File: config.mk
export PLATFORM = sky130hd
export DESIGN_NAME = mem_arbiter
export DESIGN_NICKNAME = d
export VERILOG_FILES = /design/src/rtl/mem_arbiter.sv
export SDC_FILE = /design/constraint.sdc
export NUM_CORES = 1
export LEC_CHECK = 0
export CORE_AREA = 2 2 104 106
export CTS_CLUSTER_DIAMETER = 150
export DETAILED_ROUTE_END_ITERATION = 8
export DIE_AREA = 0 0 106 108
export PLACE_DENSITY = 0.6
export SLEW_MARGIN = 20
export SYNTH_ARGS = -nofsm -noshare
export SYNTH_HDL_FRONTEND = slang
export SYNTH_SLANG_ARGS = --single-unit
File: constraint.sdc
create_clock -name CLK -period 5.43 [get_ports CLK]
set_input_delay 0.8145 -clock CLK [delete_from_list [all_inputs] [get_ports CLK]]
set_output_delay 0.8145 -clock CLK [all_outputs]
set_load 0.1 [all_outputs]
File: src/rtl/mem_arbiter.sv
// Memory-side arbiter between icache, dcache and one RAM port.
// The grant is held in a registered FSM (IDLE / GNT_D / GNT_I). The RAM-side
// and cache-side outputs are decoded from that state and the live request
// lines, so a withdrawn request drops the RAM enables in the same cycle.
// dcache has priority and its 2-word blocks are locked together. A starvation
// counter guarantees that instruction fetch still makes progress.
// Optional feature macro: MEM_ARB_PERF_EN adds the transfer/stall counters
// d_xfers, i_xfers and i_stall_cyc.
module mem_arbiter #(
  parameter int STARVE_LIMIT = 8,
  parameter int BURST_LEN    = 2
) (
  input  logic        CLK,
  input  logic        nRST,
  input  logic        iREN,
  input  logic [31:0] iaddr,
  output logic        iwait,
  output logic [31:0] iload,
  input  logic        dREN,
  input  logic        dWEN,
  input  logic [31:0] daddr,
  input  logic [31:0] dstore,
  output logic        dwait,
  output logic [31:0] dload,
  output logic        ramREN,
  output logic        ramWEN,
  output logic [31:0] ramaddr,
  output logic [31:0] ramstore,
  input  logic [31:0] ramload,
  input  logic [1:0]  ramstate
`ifdef MEM_ARB_PERF_EN
  ,
  output logic [31:0] d_xfers,
  output logic [31:0] i_xfers,
  output logic [31:0] i_stall_cyc
`endif
);

  localparam int BEAT_W   = $clog2(BURST_LEN + 1);
  localparam int STARVE_W = $clog2(STARVE_LIMIT + 1);
  localparam logic [1:0] RAM_ACCESS = 2'd2;

  typedef enum logic [1:0] {IDLE, GNT_D, GNT_I} state_t;

  state_t              state, state_nx;
  logic [BEAT_W-1:0]   beat, beat_nx;
  logic [STARVE_W-1:0] starve, starve_nx;

  logic d_req, d_done, i_done, starved;

  assign d_req   = dREN | dWEN;
  assign d_done  = (state == GNT_D) && d_req && (ramstate == RAM_ACCESS);
  assign i_done  = (state == GNT_I) && iREN  && (ramstate == RAM_ACCESS);
  assign starved = (int'(starve) == STARVE_LIMIT);

  // Priority pick: starved icache first, then dcache, then icache.
  function automatic state_t pick(input logic starve_hit, input logic i_req,
                                  input logic dc_req);
    state_t s;
    if (starve_hit && i_req) s = GNT_I;
    else if (dc_req)         s = GNT_D;
    else if (i_req)          s = GNT_I;
    else                     s = IDLE;
    return s;
  endfunction

  // Next grant, burst beat count and starvation count.
  always_comb begin
    state_nx  = state;
    beat_nx   = beat;
    starve_nx = starve;
    case (state)
      IDLE: state_nx = pick(starved, iREN, d_req);
      GNT_D: begin
        if (!d_req) begin
          state_nx = IDLE;
          beat_nx  = '0;
        end else if (d_done) begin
          if ((int'(beat) + 1) < BURST_LEN) begin
            beat_nx = beat + 1'b1;
          end else begin
            beat_nx  = '0;
            state_nx = pick(starved, iREN, d_req);
          end
        end
      end
      GNT_I: begin
        if (!iREN)       state_nx = IDLE;
        else if (i_done) state_nx = pick(starved, iREN, d_req);
      end
      default: state_nx = IDLE;
    endcase
    if ((state_nx == GNT_I) && (state != GNT_I))
      starve_nx = '0;
    else if (iREN && (state != GNT_I) && !starved)
      starve_nx = starve + 1'b1;
  end

  // Grant state and counters; reset returns to IDLE with counts cleared.
  always_ff @(posedge CLK or negedge nRST) begin
    if (!nRST) begin
      state  <= IDLE;
      beat   <= '0;
      starve <= '0;
    end else begin
      state  <= state_nx;
      beat   <= beat_nx;
      starve <= starve_nx;
    end
  end

  // Route the granted cache onto the RAM port and decode the waits.
  always_comb begin
    ramREN   = 1'b0;
    ramWEN   = 1'b0;
    ramaddr  = '0;
    ramstore = '0;
    iwait    = 1'b1;
    dwait    = 1'b1;
    case (state)
      GNT_D: begin
        ramREN   = dREN;
        ramWEN   = dWEN;
        ramaddr  = daddr;
        ramstore = dstore;
        dwait    = !d_done;
      end
      GNT_I: begin
        ramREN  = iREN;
        ramaddr = iaddr;
        iwait   = !i_done;
      end
      default: ;
    endcase
  end

  assign iload = ramload;
  assign dload = ramload;

`ifdef MEM_ARB_PERF_EN
  // Completed beats per side and icache stall cycles, wrapping mod 2^32.
  always_ff @(posedge CLK or negedge nRST) begin
    if (!nRST) begin
      d_xfers     <= '0;
      i_xfers     <= '0;
      i_stall_cyc <= '0;
    end else begin
      if (d_done)        d_xfers     <= d_xfers + 32'd1;
      if (i_done)        i_xfers     <= i_xfers + 32'd1;
      if (iREN && iwait) i_stall_cyc <= i_stall_cyc + 32'd1;
    end
  end
`endif

endmodule
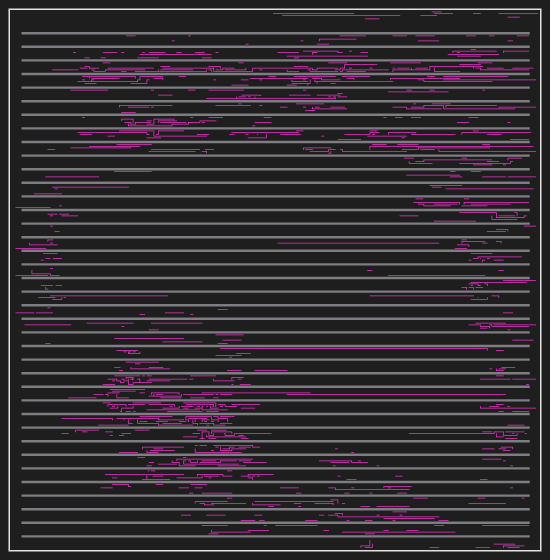
(the metal 1 layer)
Supply wires on this layer in grey.
The wires run mostly horizontal. The layer carries 2730 um of wire.
GR Util met1: 11.8%
Post-Route WL: 7640 um
total number of vias: 1986

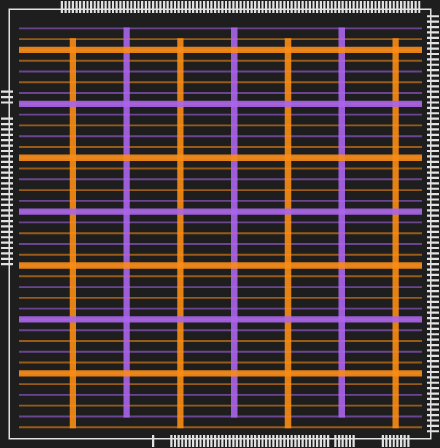
(PDN straps and rails)
Pins as bars on the die edge.
Purple is VDD. Orange is VSS.
38 met1 rails follow the rows. The core has 37 rows. 7 straps on met5.
Core Footprint: 0.0102 mm^2
Max IR drop VDD: 0.295 mV
chip width: 106 um
Die H: 108 um

==> layer usage <==
metal  routed length, um  GRT usage (%)  up-vias
met5                   0              0        -
met4                  60           2.35        0
met3                 582           3.01       12
met2                4270           24.3      113
met1                2730           11.8      898
li1                    -              -      963
==> cells in the mapped netlist (2+ instances only) <==
cell type,n
nand3_1,2
buf_4,64
and2_1,33
buf_1,2
nor2_1,6
o22ai_1,2
o21ai_0,3
a22oi_1,32
a21oi_1,4
xor2_1,2
nor2b_1,35
nand4b_1,3
inv_1,9
ha_1,7
nand2_1,5
dfrtp_1,8
clkbuf_1,12
==> registers in the layout, indices dropped and copies added, names as in the netlist <==
| register | cells |
|---|---|
| starve | 4 |
| state | 2 |
| beat | 2 |
==> results.cfg <==
; physical design summary
[cts]
clk_path_buf_depth = 2
cts_root_buffer = clkbuf_8
cts_max_level = 1
postCtsHoldBufs = 0
cts.sinks = 8
cts_resized = 0
clk_latency_ns = 0.22
cts_buffers = 3
clk_pin_slew_worst_paths_ns = 0.04
postCtsSetupRepairBufs = 0
cts_tree = done

[placed_design]
dp_cells = 477
port_buffers = 170
dp_hpwl_um = 6290
detailedPlace.worstSlack_ns = 1.55
gp_congestion = 0.814
placedInstanceArea_mm2 = 0.00317

[floorplan]
tapCellCount = 136
dieArea_mm2 = 0.0114
pin_count = 267
row_count = 37
fp-utilization_pct = 17.8

[setup_path]
critPathBufInv = 3
worstSetupPathType = reg2out
r2r_cells = 8
crit_start = state[0]$_DFF_PN0_
crit_path_end = ramREN
critPathSlowestCell = clkdlybuf4s50_1
path_cells = inv_1, ha_1, buf_4, nand2_1, a21boi_0, clkdlybuf4s50_1
worst_setup_path_start_kind = register
crit_family = buffers and inverters
crit_fanout = 26
reg2reg_from = state[0]$_DFF_PN0_
r2r_setup_slack_ns = 2.82
path_depth = 6
cp_data_required_time_ns = 4.62
slowest_delay_ns = 1.16
r2r-end = starve[1]$_DFFE_PN0P_
critPathCaptureType = output pin
cp.arrival_ns = 3.13

[synth]
yosys-stat-area_mm2 = 0.00183
synth-compound-area-share_pct = 19.9
fp_nets = 391
simple_gate_area_share_pct = 31.3
synth.avg_cell_area_um2 = 7.33
ys_sh_adder_pct = 4.80
area_leaders = buf_4 26%, a22oi_1 13%, nor2b_1 12%
yosysUniqueCellTypes = 37
synth.top_cell.area_share_pct = 26.3
ys_ff = 8
ys_sh_xor_pct = 0.960
ff_type = dfrtp_1
synth_warnings = 0
yosys.area.top_type = buf_4
ys_cells = 249
synthesis.area_mm2 = 0.00183
edf_count = 0
ys_seq_share_pct = 11.0
synth_cells = 249
synthArstFlopShare_pct = 100
mux_share_pct = 0.548
logic_family = buffers and inverters

[hold_path]
min_path_type = reg2reg
holdPathEnd = beat[1]$_DFFE_PN0P_
holdPathStages = 1
hp-start = beat[1]$_DFFE_PN0P_

[final_timing]
holdWs_ns = 0.506
finalMaxSlewViolations = 0
finalClockPeriodUsage_pct = 72.7
setup_ws_ns = 1.48
worst_slew_pin_slew_ns = 1.01
final.setup.tns_ns = 0
setup_viol = 0
hold_viol_final = 0
slew_headroom_pct = 32.7
rsz0062_at_grt = no
fmax_mhz = 253
layout_min_cycle_time_ns = 3.95
fin_skew_ns = 0.000721

[cells_and_area]
non_clock_inverter_count = 10
fill_cells = 1063
most-common-layout-cells = 170 x clkdlybuf4s50_1, 35 x nor2b_1, 33 x and2_1
clock_buffers = 3
antenna_cells = 0
final-nonclk-buf-share_pct = 53.1
logic_area_mm2 = 0.00106
fin_util_pct = 31.5
comb_cells = 152
comb_share_pct = 33.0
sh_seq_area_pct = 6.22
buffers = 171
final_area_mm2 = 0.00322
stdcell_count = 480
clock_cell_area_share_pct = 1.28
final_layout_size_suffix_gt1_share_pct = 2.62
regArea_um2 = 200
biggestCellCategory = non-clock buffers
layout_top_cell = clkdlybuf4s50_1
nets = 488
flop-count = 8
area_growth_syn_to_layout_pct = 76.4

[global_route]
grt_overflow = 0
grtUsageTotal_pct = 11.8
grt_pass1_vias = 2040
antenna_found_initial = 0
grt_max_degree = 70
grt_pass1_wl_um = 10800

[status]
outcome = complete, no violations

[detailed_routing]
drc = 0
drt.antenna.violating_nets = 0
drt-initial-drc-count = 100
first_pass_iters = 4
viasPerCell = 4.14
wire_per_inst_um = 15.9

[power_and_ir_drop]
pg_seq_mw = 0.113
powerDensity_mw_per_mm2 = 709
switching_share_pct = 70.1
comb_power_mw = 2.10
p_clk_mw = 0.0686
power.share.combinational_pct = 92.0
switchingPower_mw = 1.60
p_seq_share_pct = 4.9
clock_power_share_pct = 3.0
intPower_mw = 0.683
total_power_mw = 2.28
maxPowerGroup = combinational logic
cellLeakagePower_nw = 1.15

[job]
drv_cap = 0
warnings = 30
Power and IR drop assume default switching activity.
